--- src/rtl/wb_stage.sv ---
// wb_stage: RV32I writeback stage with load wait, load alignment and registered register-file write.
// Optional bypass outputs FwdValid/FwdRd/FwdData are generated when WB_FWD_EN is defined.
module wb_stage #(
   parameter int LOAD_TIMEOUT = 15
) (
   input  logic        WrClk,
   input  logic        Reset,
   input  logic        InValid,
   output logic        InReady,
   input  logic [4:0]  InRd,
   input  logic        InRegWr,
   input  logic [1:0]  InSel,
   input  logic [31:0] InAluRes,
   input  logic [31:0] InPc4,
   input  logic [31:0] InImm,
   input  logic [2:0]  InFunct3,
   input  logic        MemAck,
   input  logic [31:0] MemRdata,
   output logic [4:0]  Rw,
   output logic [31:0] busW,
   output logic        RegWr,
   output logic        LoadErr
`ifdef WB_FWD_EN
   ,
   output logic        FwdValid,
   output logic [4:0]  FwdRd,
   output logic [31:0] FwdData
`endif
);
   typedef enum logic [1:0] {IDLE, WAIT, WRITE, ERR} state_t;
   state_t      state_q, state_d;
   logic [7:0]  cnt_q, cnt_d;
   logic [4:0]  rd_q, rd_d, rw_q, rw_d;
   logic        wr_q, wr_d, regwr_q, regwr_d, lerr_q, lerr_d;
   logic [2:0]  f3_q, f3_d;
   logic [1:0]  a_q, a_d;
   logic [31:0] busw_q, busw_d, ld;
   logic [7:0]  b;
   logic [15:0] h;
   logic        bad;
   logic        unused_addr;

   assign unused_addr = ^InAluRes[31:2];
   assign InReady = state_q != WAIT;
   assign Rw      = rw_q;
   assign busW    = busw_q;
   assign RegWr   = regwr_q;
   assign LoadErr = lerr_q;
`ifdef WB_FWD_EN
   assign FwdValid = regwr_q;
   assign FwdRd    = rd_q;
   assign FwdData  = busw_q;
`endif

   assign b   = MemRdata[{a_q, 3'b000} +: 8];
   assign h   = MemRdata[{a_q[1], 4'b0000} +: 16];
   assign ld  = f3_q[1:0] == 2'b00 ? {{24{b[7] & ~f3_q[2]}}, b} :
                f3_q[1:0] == 2'b01 ? {{16{h[15] & ~f3_q[2]}}, h} : MemRdata;
   assign bad = InFunct3 == 3'b011 || InFunct3[2:1] == 2'b11 ||
                (InFunct3[1:0] == 2'b01 && InAluRes[0]) ||
                (InFunct3 == 3'b010 && InAluRes[1:0] != 2'b00);

   always_comb begin
      state_d = state_q;
      cnt_d   = cnt_q;
      rd_d    = rd_q;
      wr_d    = wr_q;
      f3_d    = f3_q;
      a_d     = a_q;
      rw_d    = rw_q;
      busw_d  = busw_q;
      regwr_d = 1'b0;
      lerr_d  = 1'b0;
      if (state_q == WAIT) begin
         if (MemAck) begin
            state_d = WRITE;
            rw_d    = rd_q;
            busw_d  = ld;
            regwr_d = wr_q && rd_q != 5'd0;
         end else if (cnt_q == 8'(LOAD_TIMEOUT - 1)) begin
            state_d = ERR;
            lerr_d  = 1'b1;
         end else begin
            cnt_d = cnt_q + 8'd1;
         end
      end else begin
         state_d = IDLE;
         if (InValid) begin
            rd_d  = InRd;
            wr_d  = InRegWr;
            f3_d  = InFunct3;
            a_d   = InAluRes[1:0];
            cnt_d = 8'd0;
            if (InSel != 2'b01) begin
               state_d = WRITE;
               rw_d    = InRd;
               busw_d  = InSel == 2'b00 ? InAluRes : InSel == 2'b10 ? InPc4 : InImm;
               regwr_d = InRegWr && InRd != 5'd0;
            end else if (bad) begin
               state_d = ERR;
               lerr_d  = 1'b1;
            end else begin
               state_d = WAIT;
            end
         end
      end
   end

   always_ff @(posedge WrClk) begin
      if (Reset) begin
         state_q <= IDLE;
         cnt_q   <= 8'd0;
         rd_q    <= 5'd0;
         wr_q    <= 1'b0;
         f3_q    <= 3'd0;
         a_q     <= 2'd0;
         rw_q    <= 5'd0;
         busw_q  <= 32'd0;
         regwr_q <= 1'b0;
         lerr_q  <= 1'b0;
      end else begin
         state_q <= state_d;
         cnt_q   <= cnt_d;
         rd_q    <= rd_d;
         wr_q    <= wr_d;
         f3_q    <= f3_d;
         a_q     <= a_d;
         rw_q    <= rw_d;
         busw_q  <= busw_d;
         regwr_q <= regwr_d;
         lerr_q  <= lerr_d;
      end
   end
endmodule

--- config.mk ---
export PLATFORM = sky130hd
export DESIGN_NAME = wb_stage
export DESIGN_NICKNAME = d
export VERILOG_FILES = /design/src/rtl/wb_stage.sv
export SDC_FILE = /design/constraint.sdc
export NUM_CORES = 1
export LEC_CHECK = 0
export CORE_UTILIZATION = 25
export DETAILED_ROUTE_END_ITERATION = 12
export PLACE_DENSITY_LB_ADDON = 0.1
export RECOVER_POWER = 50
export SETUP_SLACK_MARGIN = 0.4
export SLEW_MARGIN = 15
export SYNTH_ARGS = -nofsm -noshare
export SYNTH_HDL_FRONTEND = slang
export SYNTH_SLANG_ARGS = --single-unit
export TNS_END_PERCENT = 10
--- constraint.sdc ---
create_clock -name WrClk -period 3.64 [get_ports WrClk]
set_clock_uncertainty 0.15 [all_clocks]
set_input_delay 0.728 -clock WrClk [delete_from_list [all_inputs] [get_ports WrClk]]
set_output_delay 0.728 -clock WrClk [all_outputs]
set_load 0.1 [all_outputs]
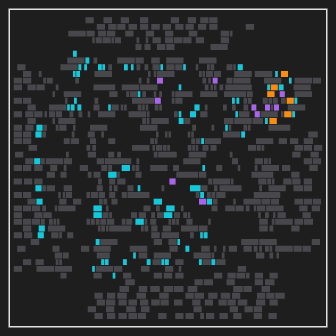
(run_1/gates.png)
| colour | family | cells |
|---|---|---|
| orange | xor and xnor cells | 6 |
| purple | and/or cells | 10 |
| cyan | nor cells | 73 |
combinational fraction of the cell area: 39.8%
Commonest Layout Cell: clkdlybuf4s50_1
Post-Layout Cell Count: 867

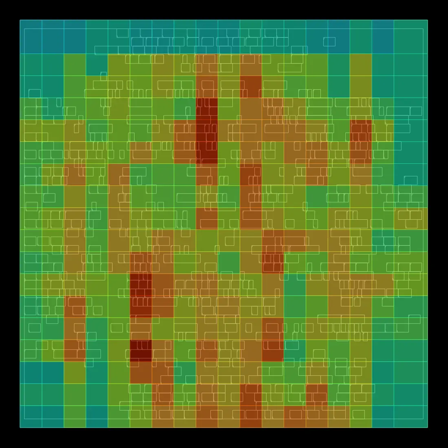
(run_1/congestion_map.png)
grt met3 use: 5.55%
Top Usage Layer GRT: met2

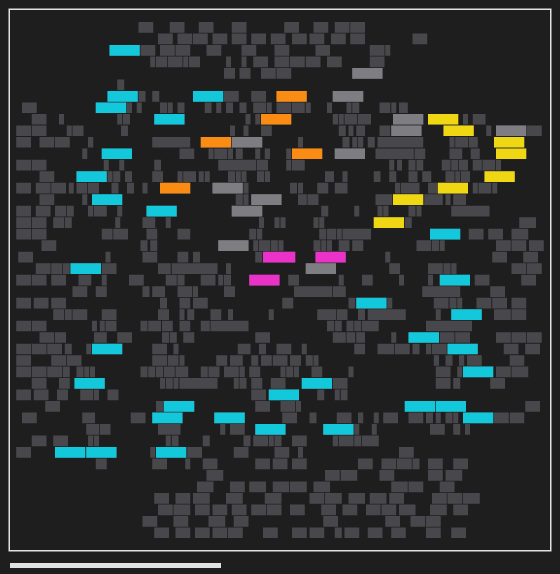
(run_1/ff_map.png)
Bar = 50 microns. Other sequential cells in the stronger grey, the rest of the logic in the fainter grey.
| colour | name in the netlist | placed flops |
|---|---|---|
| yellow | cnt_q | 8 |
| cyan | busW | 32 |
| magenta | f3_q | 3 |
| orange | Rw | 5 |
not coloured: 12

run 1: cells in the mapped netlist, drive strengths merged, types with 11 or more instances:
cell type,number
a21oi,50
nand2,84
a22oi,23
clkbuf,21
nor3,17
mux2i,24
nor2,34
mux2,28
dfxtp,60
nand3,11
buf,25
run 1: power by group through the flow:
stage	clock network (mW)	logic, mW	registers (mW)
floorplan	0	0.256	1.00
global placement	0	0.807	0.749
detailed placement	0	0.813	0.749
CTS	1.01	0.816	0.736
global route	1.04	0.842	0.741
finish	0.986	0.794	0.734
run 1: through the flow:
step / util [%] / worst slack (ns)
2_1_floorplan: - / 1.07
3_3_place_gp: 38.3 / 0.855
3_5_place_dp: 38.3 / 0.729
4_1_cts: 40.5 / 0.889
5_1_grt: 40.0 / 0.564
6_report: 40.0 / 0.652
==> results.yml, run 1 <==
# yosys + openroad results
final_layout:
  final-clk-cell-share_pct: 5.56
  mostFrequentLayoutCells: "clkdlybuf4s50_1 (168), nand2_1 (84), dfxtp_1 (59), a21oi_1 (50), nor2_1 (34)"
  final_layout_size_suffix_gt1_share_pct: 9.76
  buffers_excl_clock: 195
  layout.nets: 796
sta:
  hold_viol_final: 0
  slew_viol_final: 0
  setup_violations: 0
  max_slew_margin_pct: 17.5
critical_path:
  worstSetupPathType: "flop to primary output"
  r2r_start: "state_q[0]$_SDFFE_PP0P_"
  slowest_stage: "clkbuf_1"
  rr_endpoint: "busW[13]$_SDFFE_PP0P_"
  crit_start: "state_q[0]$_SDFFE_PP0P_"
  worstSetupStartpointType: "flop"
  reg2reg_slack_ns: 0.83
  critPathCaptureType: "primary output"
synthesis:
  ys_sh_mux_pct: 14.0
  seq_area_frac_synth_pct: 30.3
  ys_async_sr_fraction_pct: 0
  avgSynthCellArea_sq_um: 8.07
floorplan:
  fp_util_pct: 25.9
  fp.coreArea_sq_um: 15300
  dieHeight_microns: 128
  die_area_sq_um: 16400
  std_cell_rows: 45
min_path:
  holdPathEnd: "busW[23]$_SDFFE_PP0P_"
drt:
  dr_wl_met3_microns: 892
  dr_total_vias: 4235
  drt_iter0_drc: 258
  via_per_inst: 4.88
  wl_per_cell_microns: 17.3
placement:
  portBuffers: 182
  place_congestion: 0.785
  dp_hpwl_microns: 11300
global_routing:
  grt_max_degree: 39
power:
  p_comb_share_pct: 31.6
status:
  run_status: "finished, final reports clean"
clocking:
  path_clk_slew_ns: 0.06
==> run 1 -> run 2 <==
clock period = 2.5 ns   (was 3.64 ns; I/O delays follow)
==> results.yml, run 2 <==
# yosys + openroad results
final_layout:
  comb_area_share_pct: 41.0
  finalNonFillerCells: 879
  mostFrequentLayoutCells: "clkdlybuf4s50_1 (138), nand2_1 (83), dfxtp_1 (58), a21oi_1 (50), nor2_1 (34)"
  final_layout_size_suffix_gt1_share_pct: 16.5
  fin_util_pct: 39.7
  inverters_excl_clock: 9
  final-clk-cell-share_pct: 4.44
  layout.nets: 809
  mostFrequentLayoutCell: "clkdlybuf4s50_1"
clocking:
  path_clk_slew_ns: 0.05
floorplan:
  dieHeight_microns: 128
  die_area_sq_um: 16400
  fp_util_pct: 25.9
  std_cell_rows: 45
  fp.coreArea_sq_um: 15300
synthesis:
  yosys-top-cells-count: "nand2_1 (83), dfxtp_1 (60), a21oi_1 (50)"
  ys_sh_mux_pct: 14.0
  seq_area_frac_synth_pct: 30.3
  ys_async_sr_fraction_pct: 0
  avgSynthCellArea_sq_um: 8.07
power:
  p_comb_share_pct: 34.0
  intPower_mw: 2.16
  seq-power_mw: 1.07
  pg_comb_mw: 1.14
  maxPowerGroup: "the clock network"
  clock_net_power_mw: 1.15
drt:
  dr_total_vias: 4365
  wl_per_cell_microns: 17.4
  via_per_inst: 4.97
  ant_nets: 0
  drt_iter0_drc: 232
global_routing:
  grt_max_degree: 33
placement:
  pre_cts_ws_ns: 0.196
  portBuffers: 182
  place_congestion: 0.761
sta:
  hold_viol_final: 0
  max_slew_margin_pct: 20.9
  slew_viol_final: 0
  setup_slack_ns: 0.299
status:
  run_status: "finished, final reports clean"
critical_path:
  worstSetupPathType: "flop to primary output"
  slowest_stage: "clkbuf_1"
[run 2: cell counts after synthesis]
No cell type changed its count.
[run 2: path summary, 6_finish.rpt]
check,depth (start not counted),slack (ns),from,endpoint
hold / removal,2,0.30,busW[30]$_SDFFE_PP0P_,busW[30]$_SDFFE_PP0P_
hold reg to reg,2,0.30,busW[30]$_SDFFE_PP0P_,busW[30]$_SDFFE_PP0P_
setup / recovery,1,0.30,busW[6]$_SDFFE_PP0P_,busW[6]
setup reg to reg,5,0.55,a_q[0]$_SDFFE_PP0P_,busW[25]$_SDFFE_PP0P_
[run 2: metal layers]
layer | vias to the layer above | track usage [%] | wire length (microns)
met2 | 138 | 32.8 | 7490
met3 | 23 | 3.96 | 929
met4 | 0 | 7.68 | 337
met1 | 2056 | 22.9 | 6510
met5 | - | 0 | 0
li1 | 2148 | - | -
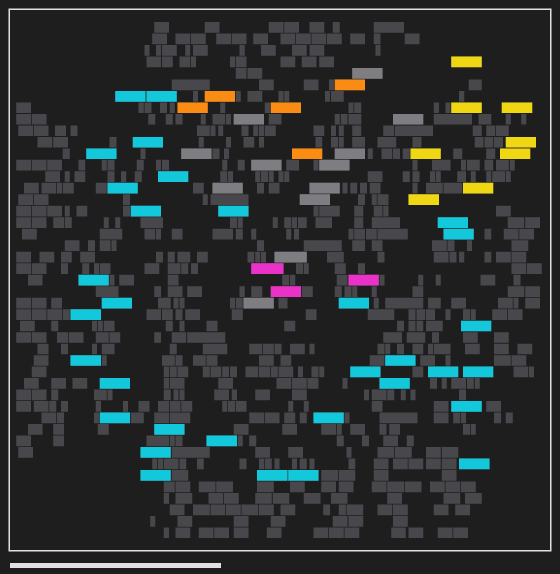
(run_2/ff_map.png)
Bar = 50 microns. Other sequential cells in the stronger grey, the rest of the logic in the fainter grey.
| colour | name in the netlist | placed flops |
|---|---|---|
| yellow | cnt_q | 8 |
| orange | Rw | 5 |
| magenta | f3_q | 3 |
| cyan | busW | 32 |

==> run 2 -> run 3 <==
CAP_MARGIN = 30   (was not set)
==> results.yml, run 3 <==
# yosys + openroad results
drt:
  wl_met2_microns: 7490
  wl_per_cell_microns: 17.4
  via_per_inst: 4.97
  postRouteWirelength_microns: 15300
  dr_total_vias: 4365
  top_layer_used: "met4"
  wl_met1_microns: 6510
  drt_iter0_drc: 232
  dr_wl_met3_microns: 929
  ant_nets: 0
flow_run:
  warnings: 28
  maxCapViolCount: 0
critical_path:
  path_cells: "clkbuf_1"
  reg2reg_slack_ns: 0.55
  critPathCaptureType: "primary output"
  worstRegToRegCells: 5
  crit_fanout: 2
  worstSetupStartpointType: "flop"
  crit_start: "busW[6]$_SDFFE_PP0P_"
  rr_endpoint: "busW[25]$_SDFFE_PP0P_"
  r2r_start: "a_q[0]$_SDFFE_PP0P_"
  worstPathRequired_ns: 1.85
  path_depth: 1
  endpoint: "busW[6]"
  critical_path.top_delay_family: "buffers and inverters"
  slowest_stage: "clkbuf_1"
  worstSetupPathType: "flop to primary output"
sta:
  setup_slack_ns: 0.299
  max_slew_margin_pct: 20.9
  hold_viol_final: 0
  worstMarginPinSlew_ns: 1.19
  slew_viol_final: 0
  fmax_mhz: 454
  rsz0062_at_grt: "yes"
  final.period_utilization_pct: 88.0
  setup_violations: 0
global_routing:
  use_met1_pct: 22.9
  met2_usage_pct: 32.8
  grt_pass1_vias: 4373
  grt_max_degree: 33
  use_met3_pct: 3.96
  grt.busiest_layer: "met2"
power:
  p_sw_mw: 1.21
  intPower_mw: 2.16
  seq-power_mw: 1.07
  pg_comb_mw: 1.14
  clock_net_power_mw: 1.15
  pwr-share-clk_pct: 34.2
  p_comb_share_pct: 34.0
  ir_drop_v: 0.000342
  maxPowerGroup: "the clock network"
synthesis:
  ys.flops: 60
  synth-edff-count: 0
  ys_cells: 491
  top_logic_kind: "AND-OR/OR-AND gates"
  synth.largest_area_cell: "dfxtp_1"
  avgSynthCellArea_sq_um: 8.07
  top_cell: "nand2_1"
  ys_sh_mux_pct: 14.0
  seq_area_frac_synth_pct: 30.3
  yosys-top-cells-count: "nand2_1 (83), dfxtp_1 (60), a21oi_1 (50)"
  ys_async_sr_fraction_pct: 0
  flop_cell: "dfxtp_1"
  adder_share_pct: 0.632
final_layout:
  syn2layout_area_growth_pct: 53.6
  mostFrequentLayoutCell: "clkdlybuf4s50_1"
  final_layout_size_suffix_gt1_share_pct: 16.5
  layout.nets: 809
  mostFrequentLayoutCells: "clkdlybuf4s50_1 (138), nand2_1 (83), dfxtp_1 (58), a21oi_1 (50), nor2_1 (34)"
  fin_util_pct: 39.7
  diodes: 0
  ff_latch_area_sq_um: 1200
  finalNonFillerCells: 879
placement:
  dp_hpwl_microns: 11800
  portBuffers: 182
  pre_cts_ws_ns: 0.196
  place_congestion: 0.761
clocking:
  clkLatencyLatePin_ns: 0.34
  path_clk_slew_ns: 0.05
  cts_hold_buf: 0
  root_buffer: "clkbuf_16"
min_path:
  holdPathEnd: "busW[30]$_SDFFE_PP0P_"
  min_path_cells: 2
  hp-start: "busW[30]$_SDFFE_PP0P_"
status:
  run_status: "finished, final reports clean"
floorplan:
  die_area_sq_um: 16400
  dieHeight_microns: 128
  fp.coreArea_sq_um: 15300
  fp_util_pct: 25.9
  std_cell_rows: 45
-- run 3: cell counts after synthesis --
Identical to the previous run, type by type.
-- run 3: logic make-up after synthesis --
group                    after synthesis
AND-OR/OR-AND                        132
XOR/XNOR                               6
AND/OR/NAND/NOR                      184
flip-flops                            60
adder cells (fa/ha/maj)                2
buffers and inverters                 55
multiplexers                          52
-- run 3: area by class of cell --
cell class / instances / area share, %
Sequential cell: 60 / 19.8
Tap cell: 211 / 4.34
Multi-Input combinational cell: 376 / 41.0
Inverter: 9 / 0.555
Timing Repair Buffer: 208 / 29.9
Clock inverter: 2 / 0.165
Clock buffer: 13 / 4.28
-- run 3: what timing repair did --
item,4_1_cts,5_1_grt
setup buffers,0,0
setup endpoints to repair,7,19
endpoints found under the hold margin,0,0
gates resized,1,3
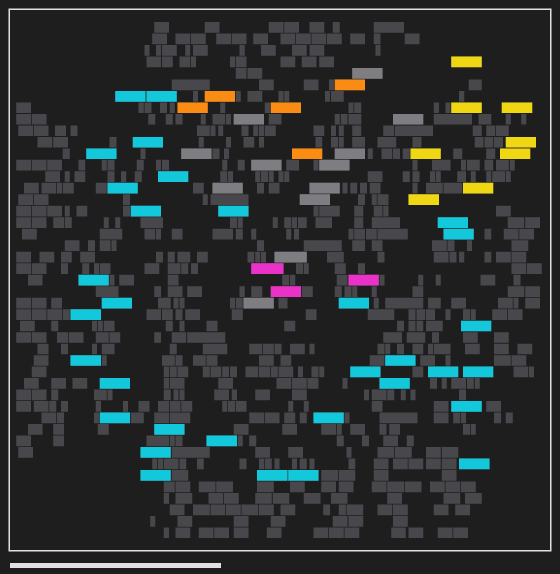
(run_3/ff_map.png)
Bar = 50 microns. Other sequential cells in the stronger grey, the rest of the logic in the fainter grey.
| colour | name in the netlist | placed flops |
|---|---|---|
| yellow | cnt_q | 8 |
| magenta | f3_q | 3 |
| orange | Rw | 5 |
| cyan | busW | 32 |
not coloured: 12

Power figures rest on the tool's default switching activity, not on a simulated workload.
